<file path="config.mk">
export PLATFORM = sky130hd
export DESIGN_NAME = fifo_wr_arbiter
export DESIGN_NICKNAME = d
export VERILOG_FILES = /design/src/rtl/fifo_wr_arbiter.sv
export SDC_FILE = /design/constraint.sdc
export NUM_CORES = 1
export LEC_CHECK = 0
export CORE_MARGIN = 4
export CORE_UTILIZATION = 39
export DETAILED_ROUTE_END_ITERATION = 8
export PLACE_DENSITY = 0.89
export SETUP_SLACK_MARGIN = 0.4
export SYNTH_ARGS = -nofsm -noshare
export SYNTH_HDL_FRONTEND = slang
export SYNTH_SLANG_ARGS = --single-unit
</file>
<file path="constraint.sdc">
create_clock -name clk -period 2.5 [get_ports clk]
set_clock_uncertainty 0.1 [all_clocks]
set_input_delay 0.5 -clock clk [delete_from_list [all_inputs] [get_ports clk]]
set_output_delay 0.5 -clock clk [all_outputs]
set_load 0.02 [all_outputs]
</file>
<file path="src/rtl/fifo_wr_arbiter.sv">
// Round-robin arbiter sharing one FIFO write port among NUM_REQ requesters.
// Bursts are capped at MAX_BURST words and cut short by f_almost_full; f_full stalls the grant.
module fifo_wr_arbiter #(
    parameter int NUM_REQ   = 4,
    parameter int DATA_W    = 8,
    parameter int MAX_BURST = 4
) (
    input  logic                      clk,
    input  logic                      reset_n,
    input  logic [NUM_REQ-1:0]        req_valid,
    input  logic [NUM_REQ*DATA_W-1:0] req_data,
    output logic [NUM_REQ-1:0]        req_ready,
    input  logic                      f_full,
    input  logic                      f_almost_full,
    output logic                      enable_wr,
    output logic [DATA_W-1:0]         data_in,
    output logic [NUM_REQ-1:0]        grant,
    output logic                      busy
);
    localparam int IDX_W = (NUM_REQ > 1) ? $clog2(NUM_REQ) : 1;
    localparam int CNT_W = $clog2(MAX_BURST + 1);

    typedef enum logic [1:0] {IDLE, GRANT, STALL} state_t;

    state_t             state_reg, state_next;
    logic [NUM_REQ-1:0] grant_reg, grant_next;
    logic [IDX_W-1:0]   gidx_reg, gidx_next;
    logic [IDX_W-1:0]   rr_ptr_reg, rr_ptr_next;
    logic [CNT_W-1:0]   burst_cnt_reg, burst_cnt_next;

    logic [DATA_W-1:0]  req_word [NUM_REQ];
    logic [IDX_W-1:0]   pick_idx;
    logic [IDX_W-1:0]   inc_idx;
    logic               pick_found;
    logic               cur_valid;
    logic               xfer;
    logic               last_word;
    logic               release_grant;
    int                 pick_pos;

    generate
        for (genvar gi = 0; gi < NUM_REQ; gi++) begin : g_word
            assign req_word[gi] = req_data[gi*DATA_W +: DATA_W];
        end
    endgenerate

    // Walk offsets high to low so the valid requester nearest rr_ptr wins.
    always_comb begin
        pick_found = 1'b0;
        pick_idx   = '0;
        pick_pos   = 0;
        for (int k = NUM_REQ - 1; k >= 0; k--) begin
            pick_pos = (int'(rr_ptr_reg) + k) % NUM_REQ;
            if (req_valid[IDX_W'(pick_pos)]) begin
                pick_found = 1'b1;
                pick_idx   = IDX_W'(pick_pos);
            end
        end
    end

    assign cur_valid = req_valid[gidx_reg];
    assign inc_idx   = (int'(gidx_reg) == NUM_REQ - 1) ? '0 : gidx_reg + 1'b1;
    assign xfer      = (state_reg == GRANT) && !f_full && cur_valid;
    assign last_word = (burst_cnt_reg == CNT_W'(MAX_BURST - 1));

    assign req_ready = ((state_reg == GRANT) && !f_full) ? grant_reg : '0;
    assign enable_wr = xfer;
    assign data_in   = xfer ? req_word[gidx_reg] : '0;
    assign grant     = grant_reg;
    assign busy      = (state_reg != IDLE);

    always_comb begin
        state_next     = state_reg;
        grant_next     = grant_reg;
        gidx_next      = gidx_reg;
        rr_ptr_next    = rr_ptr_reg;
        burst_cnt_next = burst_cnt_reg;
        release_grant  = 1'b0;
        case (state_reg)
            IDLE: begin
                if (!f_full && pick_found) begin
                    state_next     = GRANT;
                    grant_next     = NUM_REQ'(1) << pick_idx;
                    gidx_next      = pick_idx;
                    burst_cnt_next = '0;
                end
            end
            GRANT: begin
                if (f_full) begin
                    state_next = STALL;
                end else if (!cur_valid) begin
                    release_grant = 1'b1;
                end else begin
                    burst_cnt_next = burst_cnt_reg + 1'b1;
                    if (last_word || f_almost_full) begin
                        release_grant = 1'b1;
                    end
                end
            end
            STALL: begin
                if (!cur_valid) begin
                    release_grant = 1'b1;
                end else if (!f_full) begin
                    state_next = GRANT;
                end
            end
            default: state_next = IDLE;
        endcase
        // A released grant hands priority to the next requester up.
        if (release_grant) begin
            state_next     = IDLE;
            grant_next     = '0;
            rr_ptr_next    = inc_idx;
            burst_cnt_next = '0;
        end
    end

    always_ff @(posedge clk) begin
        if (!reset_n) begin
            state_reg     <= IDLE;
            grant_reg     <= '0;
            gidx_reg      <= '0;
            rr_ptr_reg    <= '0;
            burst_cnt_reg <= '0;
        end else begin
            state_reg     <= state_next;
            grant_reg     <= grant_next;
            gidx_reg      <= gidx_next;
            rr_ptr_reg    <= rr_ptr_next;
            burst_cnt_reg <= burst_cnt_next;
        end
    end
endmodule

</file>
run_1/pdn.png
Scale bar: 20 um. Pins as bars on the die edge. Tap cells in grey.
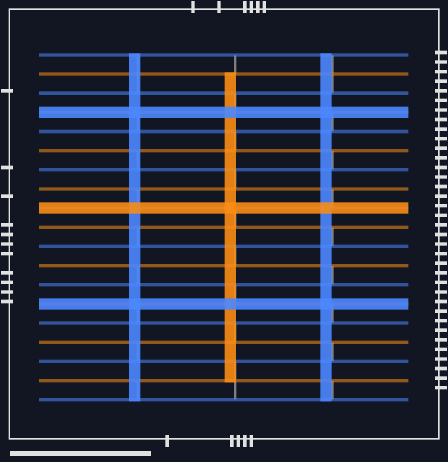
| net | colour |
|---|---|
| VSS | blue |
| VDD | orange |
met5 straps: 3
met4 straps: 3
signal pins: 58
peak supply drop: 0.339 mV
Die H: 60.8 um
area of the core: 2570 um^2

run_1/cell_classes.png
Scale bar: 20 um.
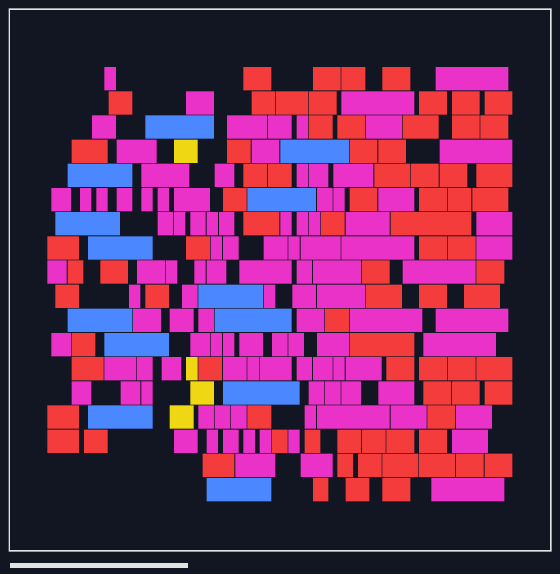
| class | colour | cells |
|---|---|---|
| other buffers and delay cells | red | 80 |
| all other logic | magenta | 107 |
| flops | blue | 13 |
| clock drivers and dummy loads | yellow | 4 |

==> impl_metrics.env, run 1 <==
# yosys + openroad results
export IMPL_edf_count=0
export IMPL_yosys_stat_seqShare_pct=24.0
export IMPL_diodes=0
export IMPL_place_congestion=0.821
export IMPL_drtIter0Drc=41
export IMPL_setup_viol=0
export IMPL_synth_simple_area_share_pct=25.0
export IMPL_outcome="finished, final reports clean"
export IMPL_worstHoldStart="grant[0]$_SDFFE_PP0P_"
export IMPL_grt_util_all_layers_pct=21.8
export IMPL_post_route_util_pct=76.0
export IMPL_wl_met3_um=448
export IMPL_period_used_pct=88.2
export IMPL_worst_setup_path_end_kind="output pin"
export IMPL_comb_cells=99
export IMPL_async_reset_ff_share_pct=0
export IMPL_fp_util_pct=42.3
export IMPL_nWellTaps=30
export IMPL_seq_share_pct=13.9
export IMPL_hold_violations=0
export IMPL_wl_met1_um=1560
export IMPL_synth_xor_area_share_pct=0
export IMPL_antenna_found_initial=0
export IMPL_worstPathCellList="buf_12, mux4_2, and3_4, buf_6"
export IMPL_drive_gt1_share_pct=39.2
export IMPL_synth_seq_cells=13
export IMPL_p_switching_w=0.000255
export IMPL_area_growth_pct=79.6
export IMPL_warning_count=31
export IMPL_top_cells_by_count="13 x dfxtp_1, 13 x nand2_1, 11 x a21oi_1"
export IMPL_worstHoldPathCells=2
export IMPL_clock_latency_late_pin_ps=280
export IMPL_hold_path_class="flip-flop to flip-flop"
export IMPL_drt_total_wl_um=4290
export IMPL_synth_area_top_cells="dfxtp_1 24%, mux4_2 19%, ha_1 8.1%"
export IMPL_p_int_w=0.000472
export IMPL_largest_area_cell="dfxtp_1"
export IMPL_critPathSlowestCell="mux4_2"
export IMPL_fin_ws_ps=295
export IMPL_post_cts_resized=139
export IMPL_synth_cell_type_count=34
export IMPL_timing_rr_start="gidx_reg[1]$_SDFFE_PN0P_"
export IMPL_cts_tree="built"
export IMPL_reg2reg_slack_ps=410
export IMPL_nClkBuffers=4
export IMPL_clockBufferDepth=2
run_1/clock_map.png
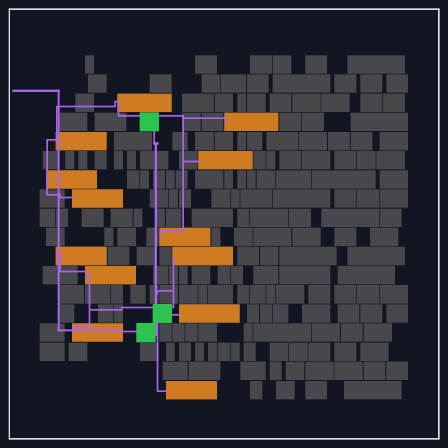
[flip-flops] orange | count: 13
[clock wires] purple | length: 212 um
[cells driving clock nets] green | count: 3
routed clock nets: 4

[run 1: power groups by stage]
stage | Clock [W] | Sequential, W | Combinational [W]
floorplan | 0 | 0.000239 | 0.000157
global placement | 0 | 0.000234 | 0.000307
detailed placement | 0 | 0.000236 | 0.000323
CTS | 0.000137 | 0.000232 | 0.000333
global route | 0.000148 | 0.000235 | 0.000379
finish | 0.000136 | 0.000234 | 0.000357
[run 1: stage by stage]
stage	instances	hold slack (ps)	instance area [um^2]
4_1_cts	232	379	1880
3_3_place_gp	222	353	1810
3_5_place_dp	222	361	1810
2_1_floorplan	124	354	1090
5_1_grt	234	394	1950
6_report	234	376	1950
[run 1: worst max-delay path: cells and delay by family, from the launching register on]
family,cells,cell delay [ps]
mux,1,510
flops,1,380
buf+inv,2,250
simple gates,1,170
run_1/metal_stack.png
Scale bar: 20 um. Two of the layers only.
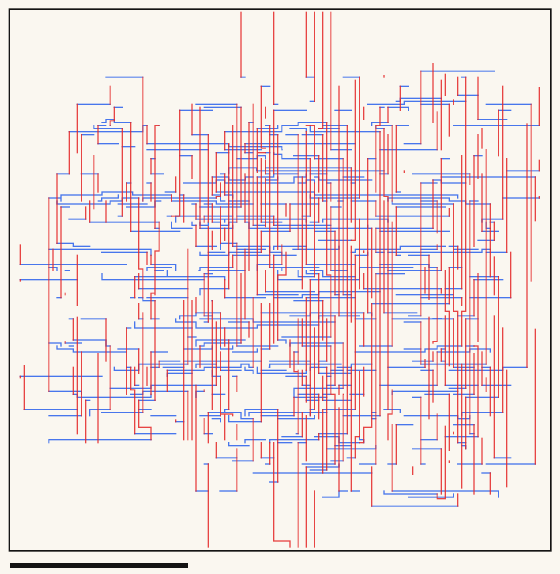

==> run 1 -> run 2 <==
--- a/config.mk
+++ b/config.mk
@@ -10,6 +10,7 @@
 export DETAILED_ROUTE_END_ITERATION = 8
 export PLACE_DENSITY = 0.89
 export SETUP_SLACK_MARGIN = 0.4
+export SKIP_LAST_GASP = 1
 export SYNTH_ARGS = -nofsm -noshare
 export SYNTH_HDL_FRONTEND = slang
 export SYNTH_SLANG_ARGS = --single-unit
==> constraint.sdc (replaced) <==
create_clock -name clk -period 2.5 [get_ports clk]
set_clock_uncertainty 0.1 [all_clocks]
set_input_delay 0.5 -clock clk [delete_from_list [all_inputs] [get_ports clk]]
set_output_delay 0.5 -clock clk [all_outputs]
set_load 0.01 [all_outputs]
run_2/metal_stack.png
Scale bar: 20 um. Two of the layers only.
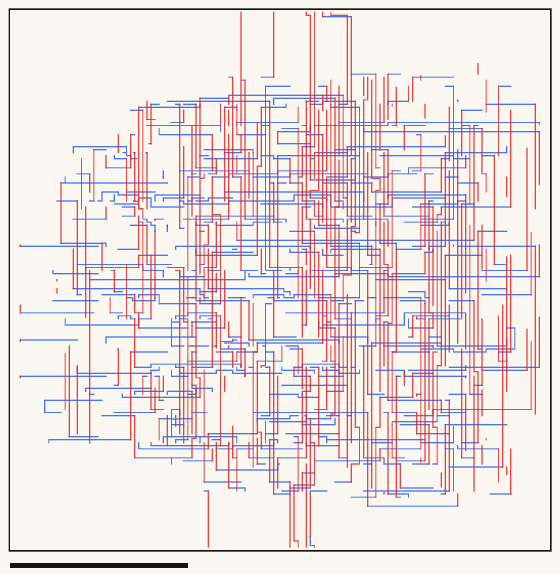
| layer | colour | wire length |
|---|---|---|
| met1 | blue | 1680 um |
| met2 | red | 2290 um |

run_2/pdn.png
Scale bar: 20 um. Pins as bars on the die edge. Tap cells in grey.
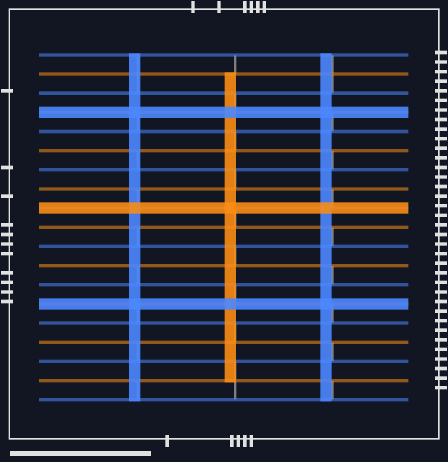
| net | colour |
|---|---|
| VDD | orange |
| VSS | blue |
signal pins: 58
met5 straps: 3
rows: 18
tap cells: 30
Die Wd: 60.8 um
peak supply drop: 0.366 mV

==> run 2 against run 1 <==
Combinational power increased by 9.5%. Setup slack got worse by 42 ps. Hold slack improved by 4.1 ps. Sequential share of layout area decreased by 0.68 points. First-iteration DRC count increased by 7.3%. Area after synthesis unchanged. Critical path type unchanged. Largest power group unchanged.
==> impl_metrics.env, run 2 <==
# yosys + openroad results
export IMPL_post_place_cells=221
export IMPL_synth_seq_cells=13
export IMPL_setup_viol=0
export IMPL_drive_gt1_share_pct=43.1
export IMPL_timing_rr_start="gidx_reg[1]$_SDFFE_PN0P_"
export IMPL_fp_util_pct=42.3
export IMPL_synth_cell_type_count=34
export IMPL_hold_slack_ps=380
export IMPL_antenna_found_initial=0
export IMPL_largest_area_cell="dfxtp_1"
export IMPL_hold_violations=0
export IMPL_grt_util_all_layers_pct=22.3
export IMPL_final_cell_area_um2=2050
export IMPL_yosys_stat_seqShare_pct=24.0
export IMPL_top_cells_by_count="13 x dfxtp_1, 13 x nand2_1, 11 x a21oi_1"
export IMPL_worstHoldPathCells=2
export IMPL_hold_path_class="flip-flop to flip-flop"
export IMPL_place_area_um2=1800
export IMPL_clock_latency_late_pin_ps=280
export IMPL_post_cts_resized=120
export IMPL_wl_met1_um=1680
export IMPL_synth_xor_area_share_pct=0
export IMPL_async_reset_ff_share_pct=0
export IMPL_core_um2=2570
export IMPL_drt_total_wl_um=4450
export IMPL_area_growth_pct=88.8
export IMPL_cts_tree="built"
export IMPL_edf_count=0
export IMPL_outcome="finished, final reports clean"
export IMPL_wl_met3_um=380
export IMPL_worstHoldStart="rr_ptr_reg[0]$_SDFFE_PN0P_"
export IMPL_drtIter0Drc=44
export IMPL_period_used_pct=89.9
export IMPL_worst_setup_path_end_kind="output pin"
export IMPL_synth_simple_area_share_pct=25.0
export IMPL_post_route_util_pct=79.9
run 2: cell counts after synthesis:
No cell type changed its count.
run 2: cell type report:
| class | count | area [um^2] |
|---|---|---|
| Multi-Input combinational cell | 99 | 916 |
| Inverter | 8 | 30.0 |
| Tap cell | 30 | 37.5 |
| Clock buffer | 4 | 26.3 |
| Sequential cell | 13 | 272 |
| Timing Repair Buffer | 87 | 769 |
| Fill cell | 158 | 517 |
run 2: power by group:
group	total, W	leakage (nW)	switching [W]	internal (W)
combinational	0.000391	0.781	0.000172	0.000219
sequential	0.000236	0.108	0.0000157	0.000220
clock	0.000131	0.0150	0.0000687	0.0000619
total	0.000758	0.904	0.000257	0.000501
run 2: worst max-delay path: stages, from the launching register on:
cell,delay (ps)
dfxtp_4,370
mux4_2,560
buf_6,150
and3_4,170
buf_6,110
Power and IR drop assume default switching activity.
